==> src/rtl/sms32_38_inv_iter.sv <==
// Inverse SMS32 S-box: out_y = in_x^5 in GF(2^6) mod x^6+x^4+x^2+x+1, computed in a GF((2^3)^2) tower.
// Optional macro SMS_INV_SELFCHECK_EN adds a forward power-38 recheck that drives chk_err.

module sms32_38_inv_iter_gf_mul (
  input  logic [5:0] a,
  input  logic [5:0] b,
  output logic [5:0] p
);
  // GF(8) = GF(2)[z]/(z^3+z+1)
  function automatic logic [2:0] gf8_mul(input logic [2:0] x, input logic [2:0] y);
    logic [4:0] r;
    r = '0;
    for (int i = 0; i < 3; i++) begin
      if (y[i]) r = r ^ ({2'b00, x} << i);
    end
    return {r[2] ^ r[4], r[1] ^ r[3] ^ r[4], r[0] ^ r[3]};
  endfunction

  // Extension y^2 = y + 1: (h1 y + l1)(h2 y + l2)
  logic [2:0] hh;
  assign hh = gf8_mul(a[5:3], b[5:3]);
  assign p  = {hh ^ gf8_mul(a[5:3], b[2:0]) ^ gf8_mul(a[2:0], b[5:3]),
               hh ^ gf8_mul(a[2:0], b[2:0])};
endmodule

module sms32_38_inv_iter (
  input  logic       clk,
  input  logic       rst_n,
  input  logic       in_valid,
  output logic       in_ready,
  input  logic [5:0] in_x,
  output logic       out_valid,
  input  logic       out_ready,
  output logic [5:0] out_y
`ifdef SMS_INV_SELFCHECK_EN
  ,
  output logic       chk_err
`endif
);
  // state | meaning
  // IDLE  | waiting for an operand, in_ready=1
  // SQ    | t = w^4 via two linear squarings
  // MUL   | result = t * w on the shared multiplier
  // SC1   | (self-check) r^32 * r^4
  // SC2   | (self-check) * r^2, compare with stored in_x
  // OUT   | out_valid=1 until out_ready
  typedef enum logic [2:0] {
    S_IDLE = 3'd0,
    S_SQ   = 3'd1,
    S_MUL  = 3'd2,
`ifdef SMS_INV_SELFCHECK_EN
    S_SC1  = 3'd4,
    S_SC2  = 3'd5,
`endif
    S_OUT  = 3'd3
  } state_t;

  state_t     state_q, state_d;
  logic [5:0] w_q, w_d, t_q, t_d, out_y_q, out_y_d;
  logic [5:0] mul_a, mul_b, mul_p;

  function automatic logic [2:0] gf8_sq(input logic [2:0] a);
    return {a[1] ^ a[2], a[2], a[0]};
  endfunction

  function automatic logic [5:0] gf36_sq(input logic [5:0] a);
    logic [2:0] h2;
    h2 = gf8_sq(a[5:3]);
    return {h2, h2 ^ gf8_sq(a[2:0])};
  endfunction

  // Polynomial basis beta^i mapped onto tower coordinates, beta = z*y
  function automatic logic [5:0] iso(input logic [5:0] a);
    return {a[2] ^ a[4] ^ a[5], a[1] ^ a[4] ^ a[5], a[5],
            a[2] ^ a[5], a[3] ^ a[5], a[0] ^ a[3] ^ a[5]};
  endfunction

  function automatic logic [5:0] inv_iso(input logic [5:0] t);
    return {t[3], t[5] ^ t[2], t[1] ^ t[3], t[2] ^ t[3],
            t[4] ^ t[5] ^ t[2] ^ t[3], t[0] ^ t[1]};
  endfunction

  sms32_38_inv_iter_gf_mul u_mul (.a(mul_a), .b(mul_b), .p(mul_p));

`ifdef SMS_INV_SELFCHECK_EN
  logic [5:0] x_q, x_d, r_q, r_d;
  logic       chk_q, chk_d;
  assign chk_err = chk_q;
`endif

  always_ff @(posedge clk or negedge rst_n) begin
    if (!rst_n) begin
      state_q <= S_IDLE;
      w_q     <= '0;
      t_q     <= '0;
      out_y_q <= '0;
`ifdef SMS_INV_SELFCHECK_EN
      x_q     <= '0;
      r_q     <= '0;
      chk_q   <= 1'b0;
`endif
    end else begin
      state_q <= state_d;
      w_q     <= w_d;
      t_q     <= t_d;
      out_y_q <= out_y_d;
`ifdef SMS_INV_SELFCHECK_EN
      x_q     <= x_d;
      r_q     <= r_d;
      chk_q   <= chk_d;
`endif
    end
  end

  always_comb begin
    state_d = state_q;
    case (state_q)
      S_IDLE:  if (in_valid) state_d = S_SQ;
      S_SQ:    state_d = S_MUL;
`ifdef SMS_INV_SELFCHECK_EN
      S_MUL:   state_d = S_SC1;
      S_SC1:   state_d = S_SC2;
      S_SC2:   state_d = S_OUT;
`else
      S_MUL:   state_d = S_OUT;
`endif
      S_OUT:   if (out_ready) state_d = S_IDLE;
      default: state_d = S_IDLE;
    endcase
  end

  always_comb begin
    in_ready  = (state_q == S_IDLE);
    out_valid = (state_q == S_OUT);
    mul_a     = t_q;
    mul_b     = w_q;
`ifdef SMS_INV_SELFCHECK_EN
    case (state_q)
      S_SC1: begin
        mul_a = gf36_sq(gf36_sq(gf36_sq(gf36_sq(gf36_sq(r_q)))));
        mul_b = gf36_sq(gf36_sq(r_q));
      end
      S_SC2: begin
        mul_a = t_q;
        mul_b = gf36_sq(r_q);
      end
      default: ;
    endcase
`endif
  end

  always_comb begin
    w_d     = w_q;
    t_d     = t_q;
    out_y_d = out_y_q;
`ifdef SMS_INV_SELFCHECK_EN
    x_d     = x_q;
    r_d     = r_q;
    chk_d   = chk_q;
`endif
    case (state_q)
      S_IDLE: if (in_valid) begin
        w_d = iso(in_x);
`ifdef SMS_INV_SELFCHECK_EN
        x_d = in_x;
`endif
      end
      S_SQ:  t_d = gf36_sq(gf36_sq(w_q));
`ifdef SMS_INV_SELFCHECK_EN
      S_MUL: r_d = mul_p;
      S_SC1: t_d = mul_p;
      S_SC2: begin
        out_y_d = inv_iso(r_q);
        chk_d   = (inv_iso(mul_p) != x_q);
      end
`else
      S_MUL: out_y_d = inv_iso(mul_p);
`endif
      default: ;
    endcase
  end

  assign out_y = out_y_q;
endmodule

==> config.mk <==
export PLATFORM = sky130hd
export DESIGN_NAME = sms32_38_inv_iter
export DESIGN_NICKNAME = d
export VERILOG_FILES = /design/src/rtl/sms32_38_inv_iter.sv
export SDC_FILE = /design/constraint.sdc
export NUM_CORES = 1
export LEC_CHECK = 0
export CAP_MARGIN = 10
export CELL_PAD_IN_SITES_DETAIL_PLACEMENT = 1
export CELL_PAD_IN_SITES_GLOBAL_PLACEMENT = 1
export CORE_MARGIN = 1
export CORE_UTILIZATION = 40
export DETAILED_ROUTE_END_ITERATION = 10
export GPL_TIMING_DRIVEN = 0
export PLACE_DENSITY_LB_ADDON = 0.1
export SYNTH_ARGS = -nofsm -noshare
export SYNTH_HDL_FRONTEND = slang
export SYNTH_SLANG_ARGS = --single-unit
==> constraint.sdc <==
create_clock -name clk -period 6.3 [get_ports clk]
set_input_delay 1.26 -clock clk [delete_from_list [all_inputs] [get_ports clk]]
set_output_delay 1.26 -clock clk [all_outputs]
set_load 0.1 [all_outputs]
### Logic cells by family

Scale: 8 px per µm.
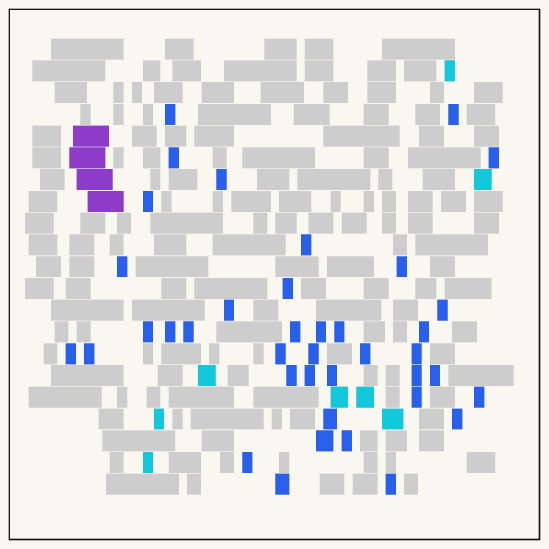
| family | colour | cells |
|---|---|---|
| NAND gates | blue | 39 |
| adder and majority cells | purple | 4 |
| NOR gates | cyan | 8 |

### Wire density map

Scale: 6 px per µm. 13 x 13 tiles, from white (low) to dark blue (high), scaled to the fullest tile. Values are wire area over tile area, all layers added.
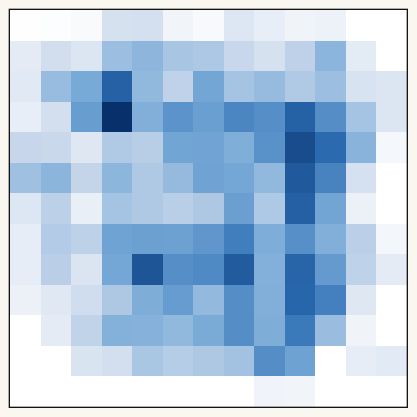
fullest tile: 0.44
emptiest ninth of the die: lower left
nearly empty tiles: 14%
mean over tiles: 0.14
via count: 1306
DRT Wirelength: 4.14 mm
Avg WL per Cell: 16.8 µm

### Clock wires, drivers and flops

Scale: 6 px per µm.
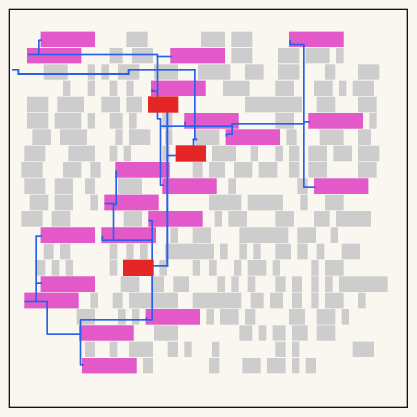
[clock wires] blue | length: 290 µm
[clock drivers] red | count: 3
[flip-flops] magenta | count: 20
flops lie: widely spread
routed clock nets: 4

### Routing congestion map

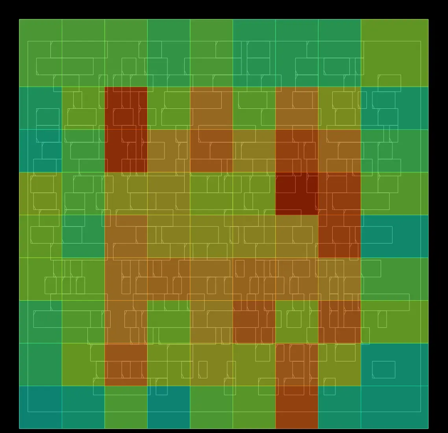
post-layout util: 50.4%
grt peak-use layer: met2
met3 GRT Util: 3.45%
GR Util met2: 40.3%
GRT Total Usage: 22.3%

==> changes_impl.md <==
### Changed

* Clk cell area share at 2.16%
* Synth area leaders: dfrtp_1 30%, xnor2_1 13%, nand2_1 8.2%, xnor3_1 6.9%, mux2_2 6.2%
* Clk slew on worst S/H paths at 0.07 ns
* Final Hold Viols at 0
* DP Wirelength at 3.19 mm
* Post-CTS Setup Inserts at 0
* Clk latency late pin at 0.26 ns
* Top cell excl fill/tap: nand2_1
* Warnings, synthesis at 0
* Instance area at placement at 1870 µm²
* Seq_cells at 20
* Clock sink total at 20
* Post-Route Setup TNS at 0 ns
* Yosys stat cell total at 179
* Worst-margin pin slew at 0.999 ns
* Final Setup Violations at 0
* Status: finished, final reports clean
* Hold Path Sink: out_y[5]
* Pre-CTS setup slack at 3.11 ns
* DIE AREA at 4370 µm²
* Post-Syn Instances at 179
* Syn Area/Cell at 9.18 µm²
* CP Capture Type: output pin
* Final slew viol count at 0
* Comb_multi_in at 136
* N_taps at 48
* Cell Type Count at 36
* Number of global-route vias before repair at 1435
* Post-CTS sizing at 0
* Final Cell Area at 1910 µm²
* Repair and plain buffers at 32
* Final Wtd Congestion at 0.776
* Synth Cell Area at 1640 µm²
* Top-count cell post-synth: nand2_1
* I/O pin count at 18
* Crit path from: state_q[0]
* FF-to-FF Start: mul_a[1]
* Pin count of the biggest net entering global routing at 21
* Reg2Reg Depth at 8
* CP required at 5.04 ns
* WL met3 at 89 µm
* Met1 WL at 1.84 mm
* CP Data Arrival Time at 2.22 ns
* Total gr overflow at 0
* # DRC at 0
* Critical path type: flip-flop to output pin
* Final period demand of the worst path at 3.48 ns
* Global-route wire length before repair at 7.11 mm
* Antenna violations before repair at 0
* Worst R2R End: out_y[1]
* Critical path's slowest cell: clkdlybuf4s50_1
* Antenna diodes at 0
[critical path, delay by kind of cell (launching register included)]
kind                     cells  cell delay [ns]
buffers and inverters        2             1.28
flip-flops                   1             0.42
adder cells (fa/ha/maj)      1             0.25
[kinds of logic after synthesis]
| family | count (synthesis) | share of synthesized area, % |
|---|---|---|
| simple gates | 52 | 14.4 |
| xor+xnor | 37 | 24.8 |
| compound gates | 31 | 12.6 |
| buf+inv | 23 | 6.09 |
| flops | 20 | 30.5 |
| mux | 12 | 8.61 |
| fa+ha+maj | 4 | 3.05 |
[sequential cells by signal, indices dropped and copies added, names as in the netlist]
| register | flops |
|---|---|
| mul_b | 6 |
| state_q | 2 |
| out_y | 6 |
| mul_a | 6 |
